File: src/rtl/otp_nibble_collector.sv
// otp_nibble_collector: XORs an MSB-first nibble stream with a latched one-time-pad key into a ciphertext word.
// Optional OTP_CIPHER_PARITY_EN adds a registered parity output; MSG_SIZE defaults to 16.
`ifndef MSG_SIZE
`define MSG_SIZE 16
`endif
module otp_nibble_collector (
  input  logic                 clk,
  input  logic                 reset,
  input  logic                 start,
  input  logic [`MSG_SIZE-1:0] key,
  input  logic [3:0]           nib_in,
  input  logic                 nib_valid,
  output logic                 busy,
  output logic                 done,
  output logic [`MSG_SIZE-1:0] cipher,
`ifdef OTP_CIPHER_PARITY_EN
  output logic                 parity,
`endif
  output logic [7:0]           nib_count
);
  localparam int W = `MSG_SIZE;
  localparam int N = W / 4;
  typedef enum logic [1:0] {IDLE, COLLECT, DONE} state_t;
  state_t state, state_n;
  logic [W-1:0] acc, acc_n, key_reg, key_n, cipher_n;
  logic [7:0] cnt_n;
  logic [3:0] enc;
  assign enc  = nib_in ^ key_reg[W-1:W-4];
  assign busy = state == COLLECT;
  assign done = state == DONE;
  // start wins in every state: it both launches and aborts a message
  always_comb begin
    state_n  = state;
    acc_n    = acc;
    key_n    = key_reg;
    cnt_n    = nib_count;
    cipher_n = cipher;
    if (start) begin
      state_n = COLLECT;
      key_n   = key;
      acc_n   = '0;
      cnt_n   = '0;
    end else if (state == COLLECT && nib_valid) begin
      acc_n = {acc[W-5:0], enc};
      key_n = {key_reg[W-5:0], 4'h0};
      cnt_n = nib_count + 8'd1;
      if (nib_count == 8'(N - 1)) begin
        cipher_n = {acc[W-5:0], enc};
        state_n  = DONE;
      end
    end else if (state == DONE) begin
      state_n = IDLE;
      cnt_n   = '0;
    end
  end
  always_ff @(posedge clk or posedge reset) begin
    if (reset) begin
      state     <= IDLE;
      acc       <= '0;
      key_reg   <= '0;
      nib_count <= '0;
      cipher    <= '0;
`ifdef OTP_CIPHER_PARITY_EN
      parity    <= 1'b0;
`endif
    end else begin
      state     <= state_n;
      acc       <= acc_n;
      key_reg   <= key_n;
      nib_count <= cnt_n;
      cipher    <= cipher_n;
`ifdef OTP_CIPHER_PARITY_EN
      parity    <= ^cipher_n;
`endif
    end
  end
endmodule

File: config.mk
export PLATFORM = sky130hd
export DESIGN_NAME = otp_nibble_collector
export DESIGN_NICKNAME = d
export VERILOG_FILES = /design/src/rtl/otp_nibble_collector.sv
export SDC_FILE = /design/constraint.sdc
export NUM_CORES = 1
export LEC_CHECK = 0
export ABC_AREA = 1
export CORE_AREA = 2 2 72 81
export DETAILED_ROUTE_END_ITERATION = 7
export DIE_AREA = 0 0 74 83
export GPL_TIMING_DRIVEN = 0
export PLACE_DENSITY = 0.75
export RECOVER_POWER = 50
export SETUP_SLACK_MARGIN = 0.3
export SYNTH_ARGS = -nofsm -noshare
export SYNTH_HDL_FRONTEND = slang
export SYNTH_SLANG_ARGS = --single-unit
File: constraint.sdc
create_clock -name clk -period 1.8 [get_ports clk]
set_clock_uncertainty 0.15 [all_clocks]
set_input_delay 0.36 -clock clk [delete_from_list [all_inputs] [get_ports clk]]
set_output_delay 0.36 -clock clk [all_outputs]
set_load 0.02 [all_outputs]
==> impl_metrics.py <==
# Auto-generated metrics
metrics = {
    "status": {
        "status": "finished, final reports clean",
    },
    "synth": {
        "netlist_top_cells_count": "95 x nand2_1, 54 x dfrtp_1, 31 x nand3_1, 16 x inv_1, 10 x o21ai_0",
        "synth_warnings": 0,
        "ys_cells": 265,
        "top_cell_area_share_pct": 56.3,
        "syn_area_per_cell_um2": 9.06,
        "ys_async_sr_fraction_pct": 100,
        "ff_type": "dfrtp_1",
        "synth_nets": 291,
        "numSynthFlops": 54,
        "synth_top_cell_by_count": "nand2_1",
        "synth_adder_area_share_pct": 1.04,
        "syn_area_um2": 2400,
        "synth_seq_share_pct": 56.3,
        "yosys_area_um2": 2400,
    },
    "critical_path": {
        "crit_path_frequent_cell": "inv_2",
        "reg2reg_to": "nib_count[7]",
        "slowest_delay_ps": 400,
        "cp.arrival_ps": 1010,
        "critPathBufInv": 3,
        "critical_path_class": "register to primary output",
        "crit_start": "state[0]",
    },
    "clock_tree": {
        "cts_tree": "built",
        "clk_latency_ps": 310,
        "cts-root-buf": "clkbuf_8",
        "cts.clk_slew.worst_paths_ps": 90,
    },
    "sta": {
        "hold_viol": 0,
        "fin_crit_ps": 1520,
        "grt_setup_unrepaired": "true",
        "tightest_slew_ps": 597,
    },
    "pwr": {
        "power_mw": 2.93,
        "p_leak_nw": 1.55,
        "p_seq_share_pct": 50.5,
        "p_int_mw": 1.97,
        "powerDensity_nw_per_um2": 928,
    },
    "min_path": {
        "whs_path_depth": 3,
    },
    "floorplan": {
        "die_height_um": 83,
        "num_io_pins": 50,
        "die_w_um": 74,
    },
    "detailed_routing": {
        "firstDrtPassIters": 4,
        "drc": 0,
        "wl_mm": 5.18,
    },
    "place": {
        "place_ws_ps": -95.1,
    },
    "grt": {
        "grt_max_degree": 55,
        "grt_pass1_wl_mm": 8.45,
    },
    "flow_run": {
        "warnings": 29,
        "cap_viol_max_count": 0,
    },
    "cells_and_area": {
        "mostFrequentLayoutCells": "95 x nand2_1, 49 x dfrtp_1, 31 x nand3_1, 20 x clkdlybuf4s50_1, 16 x buf_4",
    },
}
## logic make-up after synthesis
group	Yosys count
and+or+nand+nor	145
xor gates and xnor gates	5
buffers and inverters	32
adders and majority gates	2
DFF	54
AOI/OAI and AO/OA	27
## worst min path at each step
stage,from,end,slack [ps]
after floorplan,reset,acc[0],280
after global routing,start,key_reg[8],250
after detailed placement,cipher[12],cipher[12],310
after global placement,cipher[15],cipher[15],300
after CTS,start,key_reg[8],230
final,start,key_reg[8],230
## layout make-up
cell class	instances	area share [%]
sequential	54	43.0
multi-input combinational	179	30.0
timing repair buffer	62	15.8
tap	75	2.97
inverter	23	2.93
buffer	9	2.45
clock buffer	6	2.30
clock inverter	2	0.435
timing repair inverter	1	0.238
## per-stage QoR
stage          setup TNS, ps  cell area [µm²]  hold WS, ps  instances
2_1_floorplan              0             2420          278        265
3_3_place_gp           -2170             2990          304        388
3_5_place_dp           -2630             2990          307        388
4_1_cts                    0             3150          233        407
5_1_grt                    0             3160          251        411
6_report                   0             3160          232        411
## routing by layer
metal,share of wire [%],global-route usage (%),up-vias
met2,49,26.7,50
met1,44,24.6,887
li1,-,-,992
met5,0,0,-
met3,5.0,3.28,6
met4,1.9,6.94,0
## power by group through the flow
stage | Clock (mW) | Sequential [mW] | Combinational (mW)
after CTS | 0.678 | 1.48 | 0.807
after floorplan | 0 | 1.62 | 0.338
after global routing | 0.722 | 1.50 | 0.871
final | 0.667 | 1.48 | 0.784
after detailed placement | 0 | 1.52 | 0.790
after global placement | 0 | 1.51 | 0.778
## worst reg2reg max path, cell delays in order (launching register included)
cell and delay, ps:
dfrtp_1 400, buf_4 150, nand3_4 100, nand3_1 280, a21oi_1 240, nor2_1 60
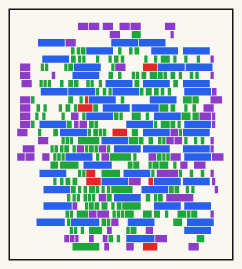
(images/cell_classes.png)
Scale: 3 px per µm.
colour	class	cells	share of their area
red	clock drivers and dummy loads	8	2.8%
blue	flip-flops	54	44%
purple	other buffers and delay cells	71	19%
green	all other logic	203	34%
Design Area, Final: 3160 µm²
Core Footprint: 5290 µm²
num rows: 28
final core utilization: 59.7%

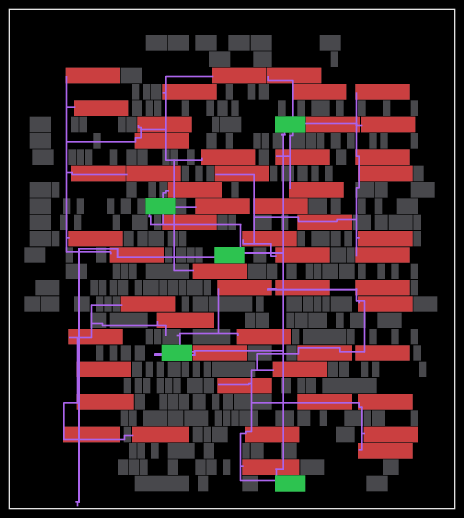
(images/clock_map.png)
Scale: 6 px per µm.
[purple] clock wires | length: 628 µm
[green] cells driving clock nets | count: 5
[red] flip-flops | count: 54
routed clock nets	6
flops lie	spread over the die

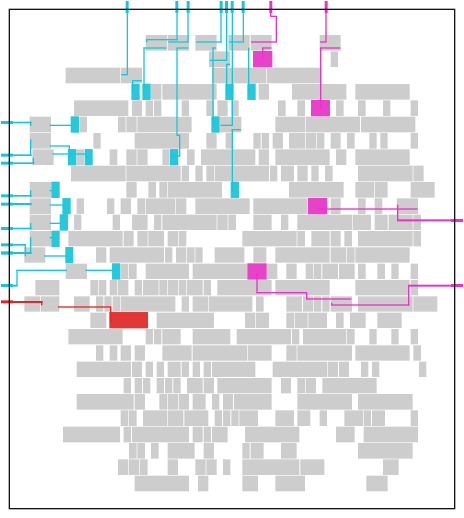
(images/port_nets.png)
Scale: 6 px per µm.
colour	port	bits	direction	end cells	wire
red	nib_valid	1	input	1	16.5 µm
cyan	key	16	input	16	225 µm
magenta	nib_in	4	input	4	104 µm

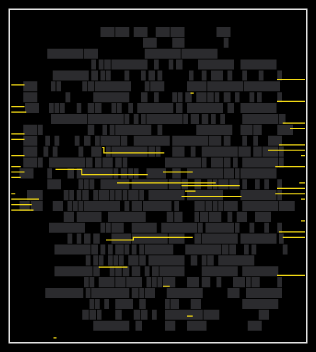
(images/met3.png)
Scale: 4 px per µm. Cells faint in the background.
main direction	horizontal
wire length on this layer	258 µm

No activity file was given, so power comes from the tool's default toggle rates.
